`config.mk`:
```
export PLATFORM = sky130hd
export DESIGN_NAME = deal_arbiter
export DESIGN_NICKNAME = d
export VERILOG_FILES = /design/src/rtl/deal_arbiter.sv
export SDC_FILE = /design/constraint.sdc
export NUM_CORES = 1
export LEC_CHECK = 0
export ABC_AREA = 1
export CAP_MARGIN = 20
export CORE_UTILIZATION = 35
export DETAILED_ROUTE_END_ITERATION = 12
export PLACE_DENSITY_LB_ADDON = 0.25
export SYNTH_ARGS = -nofsm -noshare
export SYNTH_HDL_FRONTEND = slang
export SYNTH_SLANG_ARGS = --single-unit
```
`constraint.sdc`:
```
create_clock -name clk -period 1.6 [get_ports clk]
set_clock_uncertainty 0.2 [all_clocks]
set_input_delay 0.32 -clock clk [delete_from_list [all_inputs] [get_ports clk]]
set_output_delay 0.32 -clock clk [all_outputs]
set_load 0.01 [all_outputs]
```
`src/rtl/deal_arbiter.sv`:
```
// Two-requester card-deal arbiter: round-robin grant, one LUT draw per grant, deck count tracking.
// Optional `DEAL_RANK_LIMIT_EN: caps each rank at four deliveries per game, redrawing on a fifth.
module deal_arbiter #(
  parameter int TIMEOUT   = 15,
  parameter int DECK_SIZE = 52
) (
  input  logic       clk,
  input  logic       rst,
  input  logic [1:0] req,
  input  logic       new_game,
  input  logic [3:0] number,
  output logic       pip,
  output logic [1:0] gnt,
  output logic [3:0] card,
  output logic       card_vld,
  output logic       busy,
  output logic [5:0] cards_left,
  output logic       deck_empty,
  output logic       timeout_err
);

  localparam int WCW = (TIMEOUT < 1) ? 1 : $clog2(TIMEOUT + 1);

  typedef enum logic [2:0] {IDLE, ISSUE, WAIT, CHECK, DELIVER} state_t;

  state_t         state, state_n;
  logic [WCW-1:0] wait_cnt;
  logic [3:0]     card_q;
  logic           owner;
  logic           rr_last;   // owner of the most recent grant; 1 after reset so player wins ties
  logic           win;
  logic           num_ok;
  logic           tmo;

`ifdef DEAL_RANK_LIMIT_EN
  logic [12:0][2:0] rank_cnt;
  logic [3:0]       rank_idx;
  assign rank_idx = card_q - 4'd1;
`endif

  assign num_ok = (number >= 4'd1) && (number <= 4'd13);

  always_comb begin
    win = 1'b0;
    unique case (req)
      2'b10:   win = 1'b1;
      2'b11:   win = ~rr_last;
      default: win = 1'b0;
    endcase
  end

  always_ff @(posedge clk) begin
    if (rst) state <= IDLE;
    else     state <= state_n;
  end

  always_comb begin
    state_n = state;
    tmo     = 1'b0;
    case (state)
      IDLE:    if (req != 2'b00 && !deck_empty) state_n = ISSUE;
      ISSUE:   state_n = WAIT;
      WAIT: begin
        if (num_ok) state_n = CHECK;
        else if (wait_cnt == WCW'(TIMEOUT)) begin
          state_n = IDLE;
          tmo     = 1'b1;
        end
      end
`ifdef DEAL_RANK_LIMIT_EN
      CHECK:   state_n = (rank_cnt[rank_idx] == 3'd4) ? ISSUE : DELIVER;
`else
      CHECK:   state_n = DELIVER;
`endif
      DELIVER: state_n = IDLE;
      default: state_n = IDLE;
    endcase
    if (new_game) begin
      state_n = IDLE;
      tmo     = 1'b0;
    end
  end

  // Outputs are flops loaded from the next-state decode so they line up with the state they describe.
  always_ff @(posedge clk) begin
    if (rst || new_game) begin
      pip         <= 1'b0;
      gnt         <= 2'b00;
      card        <= 4'd0;
      card_vld    <= 1'b0;
      busy        <= 1'b0;
      cards_left  <= 6'(DECK_SIZE);
      deck_empty  <= (DECK_SIZE == 0);
      timeout_err <= 1'b0;
      rr_last     <= 1'b1;
      wait_cnt    <= '0;
      owner       <= 1'b0;
      card_q      <= 4'd0;
`ifdef DEAL_RANK_LIMIT_EN
      rank_cnt    <= '0;
`endif
    end else begin
      pip      <= (state_n == ISSUE);
      busy     <= (state_n != IDLE);
      card_vld <= (state_n == DELIVER);
      gnt      <= (state_n == DELIVER) ? (owner ? 2'b10 : 2'b01) : 2'b00;
      card     <= (state_n == DELIVER) ? card_q : 4'd0;

      if (state == IDLE && state_n == ISSUE) owner <= win;

      if (state == ISSUE)     wait_cnt <= '0;
      else if (state == WAIT) wait_cnt <= wait_cnt + WCW'(1);

      if (state == WAIT && num_ok) card_q <= number;
      if (tmo) timeout_err <= 1'b1;

      if (state_n == DELIVER) begin
        if (cards_left != 6'd0) cards_left <= cards_left - 6'd1;
        deck_empty <= (cards_left <= 6'd1);
        rr_last    <= owner;
      end

`ifdef DEAL_RANK_LIMIT_EN
      if (state == CHECK && state_n == DELIVER)
        rank_cnt[rank_idx] <= rank_cnt[rank_idx] + 3'd1;
`endif
    end
  end

endmodule

```
Run 1, routed clock nets over the placement:
Scale: 8 px per um.
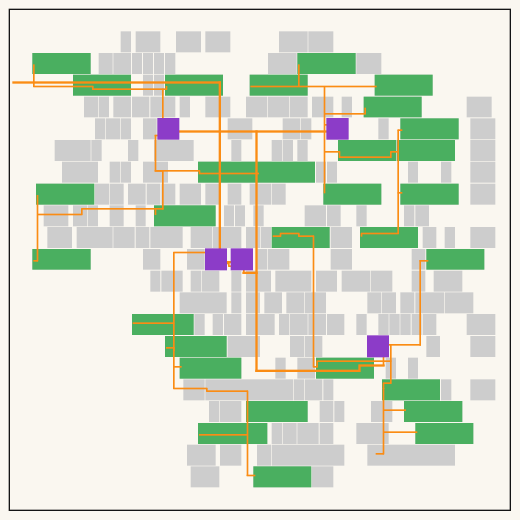
[purple] clock drivers | count: 5
[orange] clock wires | length: 400 um
[green] flip-flops | count: 30
routed clock nets: 6

Run 1, cells colored by class:
Scale: 6 px per um. Fill, decap, tap and diode cells in gray.
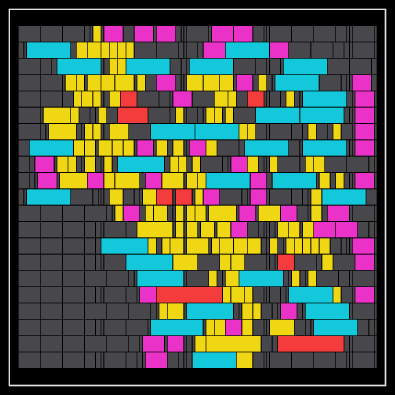
| color | class | cells |
|---|---|---|
| yellow | combinational and other logic | 126 |
| magenta | other buffers and delay cells | 42 |
| cyan | flops | 30 |
| red | clock drivers and dummy loads | 8 |

Run 1, port wiring:
Scale: 6 px per um.
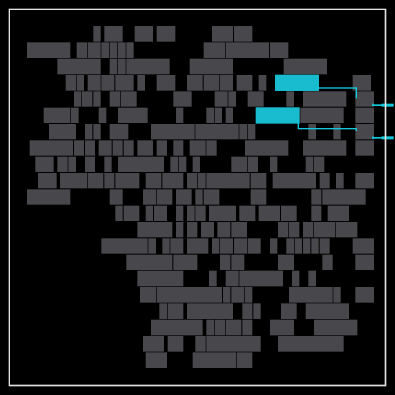
| color | port | bits | direction | edge | end cells | wire |
|---|---|---|---|---|---|---|
| cyan | gnt | 2 | output | right | 2 | 23.1 um |

==> metrics.cfg, run 1 <==
[yosys]
top_logic_kind = simple AND/OR/NAND/NOR gates
ys_cells = 158
ys_sh_xor = 0.00685
synth_nets = 171

[worst_setup_path]
cp.depth = 1
critPathMaxStageDelay_ps = 390
path_cells = dlygate4sd2_1
critPathLaunchType = flop
crit_slowest_cell = dfxtp_1

[power_and_ir_drop]
peakVddDrop_uv = 333
p_switching_w = 0.000339

[final_layout]
layout_top_cells = dfxtp_1, inv_1, nor2_1, dlygate4sd2_1, buf_4
final_util = 0.536
logic_area_sq_um = 584
clkCellAreaFrac = 0.0609
stdcell_area_sq_mm = 0.00183
fillers = 346

[grt]
grt.busiest_layer = met2

[sta]
slew_violations = 0

[clock_network]
insertion_delay_ps = 330

[run_status]
status = complete, no violations

[detailed_routing]
vias = 1157
wl_met3_um = 117
wl_mm = 2.65

[floorplan]
top_level_ports = 26

[worst_hold_path]
min_from = owner$_SDFFE_PP0P_

[placement]
dp_cells = 243

[flow_run]
warning_count = 29

==> inputs of run 2 (changes only) <==
CORE_MARGIN = 5   (was unset)
Run 2, M2 wires:
Scale: 6 px per um.
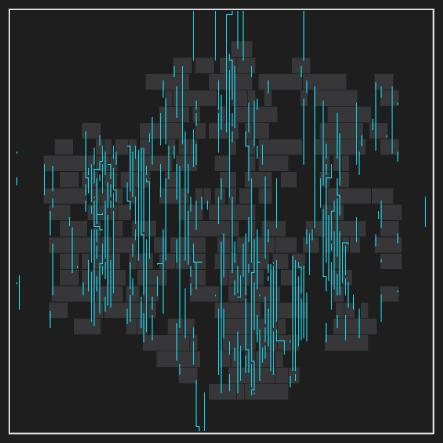
nets with wire on the layer: 191
share of all routed wire: 51%
wire length on this layer: 1450 um
longest straight run: 26.9 um
main direction: vertical
routed wire length: 2.86 mm
met2 GRT Util: 0.213
Vias: 1161

Run 2, routed clock nets over the placement:
Scale: 6 px per um.
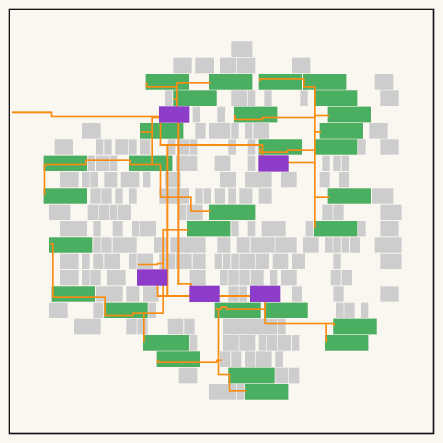
[purple] clock drivers | count: 5
[green] flip-flops | count: 30
[orange] clock wires | length: 399 um
routed clock nets: 6

==> run 2 against run 1 <==
Synthesized area stayed put. Global-route usage is 3.4 points lower. Sequential share of layout area hardly changed. Utilization is 3.2 points lower. Cell count is 1.6% higher. Worst hold slack worse by 3.7 ps. Clock power is 22% lower. First-iteration DRC count is 19% lower. Register-to-register slack better by 20 ps. Synthesized cell count stayed put. Critical endpoint is now busy$_SDFF_PP0_. Combinational power hardly changed. Via count is 0.35% higher.
==> metrics.cfg, run 2 <==
[run_status]
status = complete, no violations

[worst_setup_path]
cp.depth = 9
crit_slowest_cell = clkdlybuf4s50_1
endpoint = busy$_SDFF_PP0_

[floorplan]
top_level_ports = 26
die_y_um = 70.4
tapCellCount = 48

[flow_run]
warning_count = 29

[final_layout]
final_nets = 220
logic_area_sq_um = 569
layout_top_cells = dfxtp_1, inv_1, nor2_1, buf_4, dlygate4sd2_1
num-nonclk-buffers = 44
clkCellAreaFrac = 0.0523
final_util = 0.504
fillers = 374
stdcell_area_sq_mm = 0.00182

[grt]
grt_max_degree = 11
grt.busiest_layer = met2
grt_use_met1 = 0.123

[yosys]
synth_top_cell_by_count = dfxtp_1
synth_nets = 171
top_logic_kind = simple AND/OR/NAND/NOR gates
ys_cells = 158

[power_and_ir_drop]
p_switching_w = 0.000345
p_int_w = 0.00116
top_power_group = registers

[sta]
final_hold_viol_count = 0

[detailed_routing]
wire_per_inst_um = 11.2
wl_met3_um = 172

[worst_hold_path]
min_from = owner$_SDFFE_PP0P_

[placement]
dp_cells = 245

[clock_network]
insertion_delay_ps = 280

No activity file was given, so power comes from the tool's default toggle rates.
